## config.mk

```make
export PLATFORM = sky130hd
export DESIGN_NAME = mode_scheduler_flat
export DESIGN_NICKNAME = d
export VERILOG_FILES = /design/src/rtl/mode_scheduler_pkg.sv /design/src/rtl/mode_scheduler_if.sv /design/src/rtl/mode_scheduler_blink_timer.sv /design/src/rtl/mode_scheduler.sv /design/src/flat_wrapper.sv
export SDC_FILE = /design/constraint.sdc
export NUM_CORES = 1
export LEC_CHECK = 0
export ABC_AREA = 1
export CAP_MARGIN = 20
export CORE_MARGIN = 2
export CORE_UTILIZATION = 39
export CTS_CLUSTER_SIZE = 30
export DETAILED_ROUTE_END_ITERATION = 10
export GPL_TIMING_DRIVEN = 0
export HOLD_SLACK_MARGIN = 0.06
export MAX_ROUTING_LAYER = met4
export SLEW_MARGIN = 10
export SYNTH_ARGS = -nofsm -noshare
export SYNTH_HDL_FRONTEND = slang
export SYNTH_SLANG_ARGS = --single-unit
```

## constraint.sdc

```tcl
create_clock -name clk -period 3.1 [get_ports clk]
set_input_delay 0.465 -clock clk [delete_from_list [all_inputs] [get_ports clk]]
set_output_delay 0.465 -clock clk [all_outputs]
set_load 0.02 [all_outputs]
```

## src/rtl/mode_scheduler_pkg.sv

```systemverilog
// Shared definitions for the six-mode panel sequencer: mode codes,
// scheduler state encoding and one-hot helper functions.
package mode_pkg;

  localparam logic [2:0] MODE_DEFAULT = 3'd0;
  localparam logic [2:0] MODE_STORE   = 3'd1;
  localparam logic [2:0] MODE_GEN     = 3'd2;
  localparam logic [2:0] MODE_SHOW    = 3'd3;
  localparam logic [2:0] MODE_CALC    = 3'd4;
  localparam logic [2:0] MODE_SETUP   = 3'd5;

  typedef enum logic [2:0] {
    ST_IDLE  = 3'd0,
    ST_START = 3'd1,
    ST_RUN   = 3'd2,
    ST_EXIT  = 3'd3,
    ST_ERROR = 3'd4
  } sched_state_t;

  // Switch bit i selects mode code i+1; anything not one-hot maps to DEFAULT.
  function automatic logic [2:0] onehot_to_mode(input logic [4:0] v);
    logic [2:0] code;
    case (v)
      5'b00001: code = MODE_STORE;
      5'b00010: code = MODE_GEN;
      5'b00100: code = MODE_SHOW;
      5'b01000: code = MODE_CALC;
      5'b10000: code = MODE_SETUP;
      default:  code = MODE_DEFAULT;
    endcase
    return code;
  endfunction

  // True when exactly one of the five bits is set.
  function automatic logic is_onehot5(input logic [4:0] v);
    return (v != 5'd0) && ((v & (v - 5'd1)) == 5'd0);
  endfunction

endpackage

```

## src/rtl/mode_scheduler_if.sv

```systemverilog
// Panel-side bundle between the scheduler, the mode engines and the
// display blocks. The scheduler uses the master view.
interface mode_scheduler_if;
  logic       btn_pulse;
  logic [4:0] mode_sw;
  logic [4:0] mode_done;
  logic [2:0] mode_state;
  logic [4:0] mode_start;
  logic       mode_abort;
  logic       busy;
  logic       error_active;
  logic       blink_bit;

  modport master (
    input  btn_pulse, mode_sw, mode_done,
    output mode_state, mode_start, mode_abort, busy, error_active, blink_bit
  );

  modport slave (
    output btn_pulse, mode_sw, mode_done,
    input  mode_state, mode_start, mode_abort, busy, error_active, blink_bit
  );
endinterface

```

## src/rtl/mode_scheduler_blink_timer.sv

```systemverilog
// Error-phase timer: a start pulse launches ERR_BLINKS full blink periods of
// 2*HALF cycles each, blink beginning high. finished marks the last cycle.
module blink_timer #(
  parameter int HALF       = 1,
  parameter int ERR_BLINKS = 1
) (
  input  logic clk,
  input  logic rst,
  input  logic start,
  output logic active,
  output logic blink,
  output logic finished
);

  localparam int HALF_W = $clog2(HALF) + 1;
  localparam int PER_W  = $clog2(ERR_BLINKS) + 1;
  localparam logic [HALF_W-1:0] HALF_LAST = HALF_W'(HALF - 1);
  localparam logic [PER_W-1:0]  PER_LAST  = PER_W'(ERR_BLINKS - 1);

  logic [HALF_W-1:0] half_cnt_r;
  logic [PER_W-1:0]  per_cnt_r;
  logic              active_r;
  logic              blink_r;
  logic              half_end_s;
  logic              per_end_s;
  logic              finished_s;

  // Counter end detection; >= keeps the counters saturating rather than wrapping.
  always_comb begin
    half_end_s = (half_cnt_r >= HALF_LAST);
    per_end_s  = (per_cnt_r >= PER_LAST);
    finished_s = active_r & half_end_s & ~blink_r & per_end_s;
  end

  // Half-period and blink-period counters plus the blink waveform.
  always_ff @(posedge clk) begin
    if (rst) begin
      half_cnt_r <= '0;
      per_cnt_r  <= '0;
      active_r   <= 1'b0;
      blink_r    <= 1'b0;
    end else if (start && !active_r) begin
      half_cnt_r <= '0;
      per_cnt_r  <= '0;
      active_r   <= 1'b1;
      blink_r    <= 1'b1;
    end else if (active_r) begin
      if (half_end_s) begin
        half_cnt_r <= '0;
        if (finished_s) begin
          active_r <= 1'b0;
          blink_r  <= 1'b0;
        end else begin
          blink_r <= ~blink_r;
          // A low half ending closes one full period.
          if (!blink_r && !per_end_s) begin
            per_cnt_r <= per_cnt_r + PER_W'(1);
          end
        end
      end else begin
        half_cnt_r <= half_cnt_r + HALF_W'(1);
      end
    end
  end

  assign active   = active_r;
  assign blink    = blink_r;
  assign finished = finished_s;

endmodule

```

## src/rtl/mode_scheduler.sv

```systemverilog
// Central sequencer for the six-mode panel: grants one mode engine at a time
// with a start/done handshake, handles user abort and the error-blink phase.
module mode_scheduler
  import mode_pkg::*;
#(
  parameter int CLK_FREQ_HZ = 50_000_000,
  parameter int BLINK_HZ    = 4,
  parameter int ERR_BLINKS  = 3
) (
  input logic               clk,
  input logic               rst,
  mode_scheduler_if.master  bus
);

  localparam int HALF_RAW = CLK_FREQ_HZ / (2 * BLINK_HZ);
  localparam int HALF     = (HALF_RAW < 1) ? 1 : HALF_RAW;

  sched_state_t state_r, next_state_s;
  logic [4:0]   sel_r, sel_next_s;
  logic         tmr_start_s, abort_next_s;
  logic         tmr_active_s, tmr_blink_s, tmr_finished_s;

  logic [2:0]   mode_state_r;
  logic [4:0]   mode_start_r;
  logic         mode_abort_r, busy_r, error_active_r, blink_bit_r;

  blink_timer #(.HALF(HALF), .ERR_BLINKS(ERR_BLINKS)) u_blink_timer (
    .clk      (clk),
    .rst      (rst),
    .start    (tmr_start_s),
    .active   (tmr_active_s),
    .blink    (tmr_blink_s),
    .finished (tmr_finished_s)
  );

  // State and latched selection registers.
  always_ff @(posedge clk) begin
    if (rst) begin
      state_r <= ST_IDLE;
      sel_r   <= 5'd0;
    end else begin
      state_r <= next_state_s;
      sel_r   <= sel_next_s;
    end
  end

  // Next-state decode, selection latch, error-timer launch and abort request.
  always_comb begin
    next_state_s = state_r;
    sel_next_s   = sel_r;
    tmr_start_s  = 1'b0;
    abort_next_s = 1'b0;
    case (state_r)
      ST_IDLE: begin
        if (bus.btn_pulse) begin
          if (is_onehot5(bus.mode_sw)) begin
            sel_next_s   = bus.mode_sw;
            next_state_s = ST_START;
          end else begin
            tmr_start_s  = 1'b1;
            next_state_s = ST_ERROR;
          end
        end else begin
          next_state_s = ST_IDLE;
        end
      end
      ST_START: next_state_s = ST_RUN;
      ST_RUN: begin
        // Completion takes priority over a simultaneous abort request.
        if ((bus.mode_done & sel_r) != 5'd0) begin
          next_state_s = ST_EXIT;
        end else if (bus.btn_pulse && (bus.mode_sw == 5'd0)) begin
          abort_next_s = 1'b1;
          next_state_s = ST_EXIT;
        end else begin
          next_state_s = ST_RUN;
        end
      end
      ST_EXIT: next_state_s = ST_IDLE;
      ST_ERROR: begin
        if (tmr_finished_s) begin
          next_state_s = ST_IDLE;
        end else begin
          next_state_s = ST_ERROR;
        end
      end
      default: next_state_s = ST_IDLE;
    endcase
  end

  // Registered outputs, each reflecting the state of the previous cycle.
  always_ff @(posedge clk) begin
    if (rst) begin
      mode_state_r   <= MODE_DEFAULT;
      mode_start_r   <= 5'd0;
      mode_abort_r   <= 1'b0;
      busy_r         <= 1'b0;
      error_active_r <= 1'b0;
      blink_bit_r    <= 1'b0;
    end else begin
      mode_start_r   <= (state_r == ST_START) ? sel_r : 5'd0;
      mode_state_r   <= ((state_r == ST_START) || (state_r == ST_RUN)) ?
                        onehot_to_mode(sel_r) : MODE_DEFAULT;
      mode_abort_r   <= abort_next_s;
      busy_r         <= (state_r != ST_IDLE);
      error_active_r <= (state_r == ST_ERROR);
      blink_bit_r    <= (state_r == ST_ERROR) && tmr_active_s && tmr_blink_s;
    end
  end

  assign bus.mode_state   = mode_state_r;
  assign bus.mode_start   = mode_start_r;
  assign bus.mode_abort   = mode_abort_r;
  assign bus.busy         = busy_r;
  assign bus.error_active = error_active_r;
  assign bus.blink_bit    = blink_bit_r;

endmodule

```

## src/flat_wrapper.sv

```systemverilog
// flat-port wrapper written by rule: the top's interface ports become plain ports
module mode_scheduler_flat import mode_pkg::*;
#(
  parameter int CLK_FREQ_HZ = 50_000_000,
  parameter int BLINK_HZ    = 4,
  parameter int ERR_BLINKS  = 3
)
  (clk, rst, bus_btn_pulse, bus_mode_sw, bus_mode_done, bus_mode_state, bus_mode_start, bus_mode_abort, bus_busy, bus_error_active, bus_blink_bit);
  mode_scheduler_if bus_i ();
  input logic clk;
  input logic rst;
  input wire logic [$bits(bus_i.btn_pulse)-1:0] bus_btn_pulse;
  input wire logic [$bits(bus_i.mode_sw)-1:0] bus_mode_sw;
  input wire logic [$bits(bus_i.mode_done)-1:0] bus_mode_done;
  output wire logic [$bits(bus_i.mode_state)-1:0] bus_mode_state;
  output wire logic [$bits(bus_i.mode_start)-1:0] bus_mode_start;
  output wire logic [$bits(bus_i.mode_abort)-1:0] bus_mode_abort;
  output wire logic [$bits(bus_i.busy)-1:0] bus_busy;
  output wire logic [$bits(bus_i.error_active)-1:0] bus_error_active;
  output wire logic [$bits(bus_i.blink_bit)-1:0] bus_blink_bit;
  assign bus_i.btn_pulse = bus_btn_pulse;
  assign bus_i.mode_sw = bus_mode_sw;
  assign bus_i.mode_done = bus_mode_done;
  assign bus_mode_state = bus_i.mode_state;
  assign bus_mode_start = bus_i.mode_start;
  assign bus_mode_abort = bus_i.mode_abort;
  assign bus_busy = bus_i.busy;
  assign bus_error_active = bus_i.error_active;
  assign bus_blink_bit = bus_i.blink_bit;
  mode_scheduler #(.CLK_FREQ_HZ(CLK_FREQ_HZ), .BLINK_HZ(BLINK_HZ), .ERR_BLINKS(ERR_BLINKS)) u_core (.clk(clk), .rst(rst), .bus(bus_i));
endmodule
```

**Placement by cell class**

Bar = 20 um.
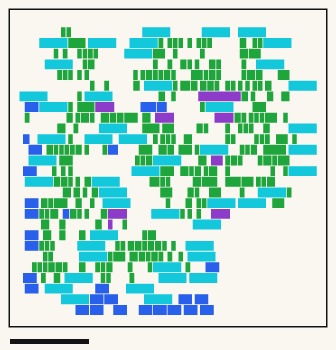
- remaining buffers and delay cells: blue (cells 28; share of their area 10%)
- remaining logic cells: green (cells 259; share of their area 48%)
- clock drivers and dummy loads: purple (cells 8; share of their area 4.2%)
- registers: cyan (cells 49; share of their area 37%)

**Sizing map**

Bar = 20 um.
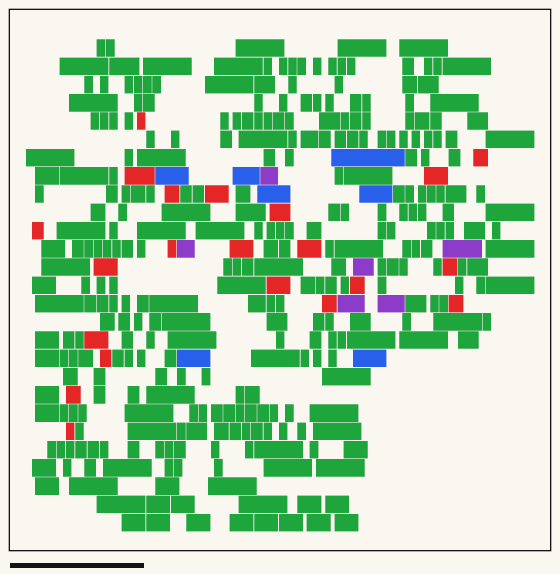
- x1 and smaller: green (cells 310; share 90%)
- x3 and x4: purple (cells 6; share 1.7%)
- x6 and larger: blue (cells 7; share 2.0%)
- x2: red (cells 21; share 6.1%)

**Gate families picked out**

Bar = 20 um.
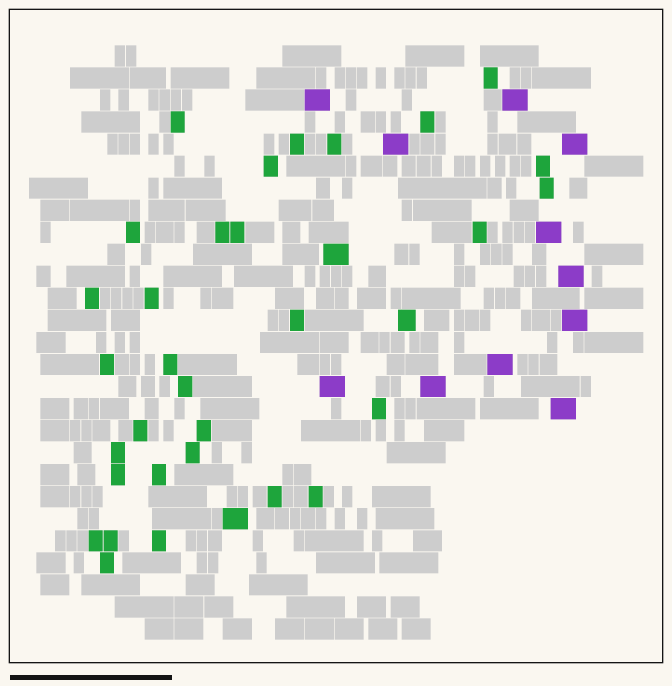
- aoi and oai cells: green (cells 34; most used a21oi_1)
- xor and xnor cells: purple (cells 11; most used xor2_1)

==> highlights.md <==
Final layout
- nand2_1 — most frequently placed logic cell in the final layout
- u_core.u_blink_timer.half_cnt_r — register with the most flip-flops
- 28 — Non-CTS buffers
- 49 — Flop Count
- 2713 um^2 — final instance area
- 571 — number of filler instances in the final layout
- 9.884% — ratio of cells with drive above 1 in the final layout

Logic synthesis
- 0% — multiplexer share of the synthesized area
- 313 — count of instantiated cells in the yosys netlist
- dfxtp_1 — top cell type by total area after synthesis
- 35.16% — simple share
- 30 — distinct lib cells
- 4.224% — xor and xnor fraction of the mapped netlist area

GRT
- 16 — maximum number of pins on one net before global-route repair
- 19.74% — met1 Use GR
- 1840 — number of global-route vias before repair

Power and ir drop
- 0.453 mW — clock group total power
- 1.219 mW — Total Power
- 0.2677 mV — Worst VDD drop
- 9.4% — proportion of power drawn by combinational gates
- 37.2% — Clock Power Share
- 1.038 nW — P_leak

STA
- 0 — Final Setup Violations
- no — unrepaired setup endpoints after global routing
- 0 — count of endpoints failing hold in the final timing report
- 70.49% — worst slew margin relative to its limit
- 1.808 ns — minimum clock period after layout

Drt
- 90 um — met3 WL
- 2297 um — DRT met1 WL
- 1966 um — detailed route wirelength on metal2
- 4.736 — routed via count divided by cell count
- met4 — uppermost layer routed
- 72 — Iteration-0 DRC Markers

Floorplanning
- 27 — std cell rows
- 80.48 um — vertical die dimension
- 80.48 um — horizontal die dimension
- 5574 um^2 — Placeable Area

Worst setup path
- 10 — highest fanout seen on the critical path
- 1.42 ns — setup slack of the worst register-to-register path
- primary input — startpoint class of the critical path

Job
- 0 — max-capacitance violation count

CTS
- 0 — cells resized by post-CTS repair
- 0.09 ns — clock transition at the register clock pins on the worst setup and hold paths after CTS
- 5 — cts bufs inserted

Placement
- 0.9566 ns — worst slack, placed
- 2601 um^2 — total cell area at the placement stage

Outcome
- completed — result of the run

**Track usage over the die**

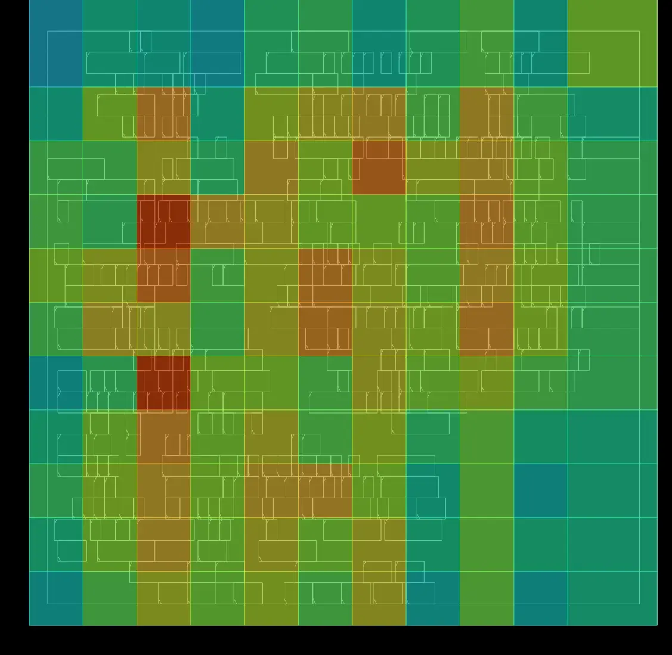
met2 track utilization from global routing: 25.17%
busiest grt layer: met2
all-layer global routing usage: 15.83%

**Register map, names as in the netlist**

Bar = 20 um. Other sequential cells in the stronger grey, the rest of the logic in the fainter grey.
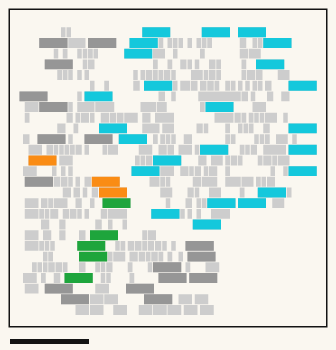
- `u_core.state_r`: orange (sequential cells 3)
- `u_core.sel_r`: green (sequential cells 5; where bottom left)
- `u_core.u_blink_timer.half_cnt_r`: cyan (sequential cells 24)
- not coloured: 17

[path summary, 6_finish.rpt]
kind / startpoint / depth (start not counted) / end
max: bus_mode_sw[0] / 10 / u_core.u_blink_timer.half_cnt_r[9]
min: rst / 2 / u_core.state_r[2]
max reg2reg: u_core.u_blink_timer.half_cnt_r[0] / 9 / u_core.u_blink_timer.half_cnt_r[22]
min reg2reg: u_core.u_blink_timer.half_cnt_r[23] / 2 / u_core.u_blink_timer.half_cnt_r[23]
[cells in the mapped netlist, drive strengths merged]
master,n
nand2,66
nor3b,2
nand4,10
o22ai,1
nand3,21
nor3,11
and3,1
nor4,2
xnor2,3
a21oi,20
inv,43
dfxtp,49
nor2,55
buf,5
or2,1
xor2,8
a221oi,1
ha,2
o21ai,12
Power and IR drop assume default switching activity.
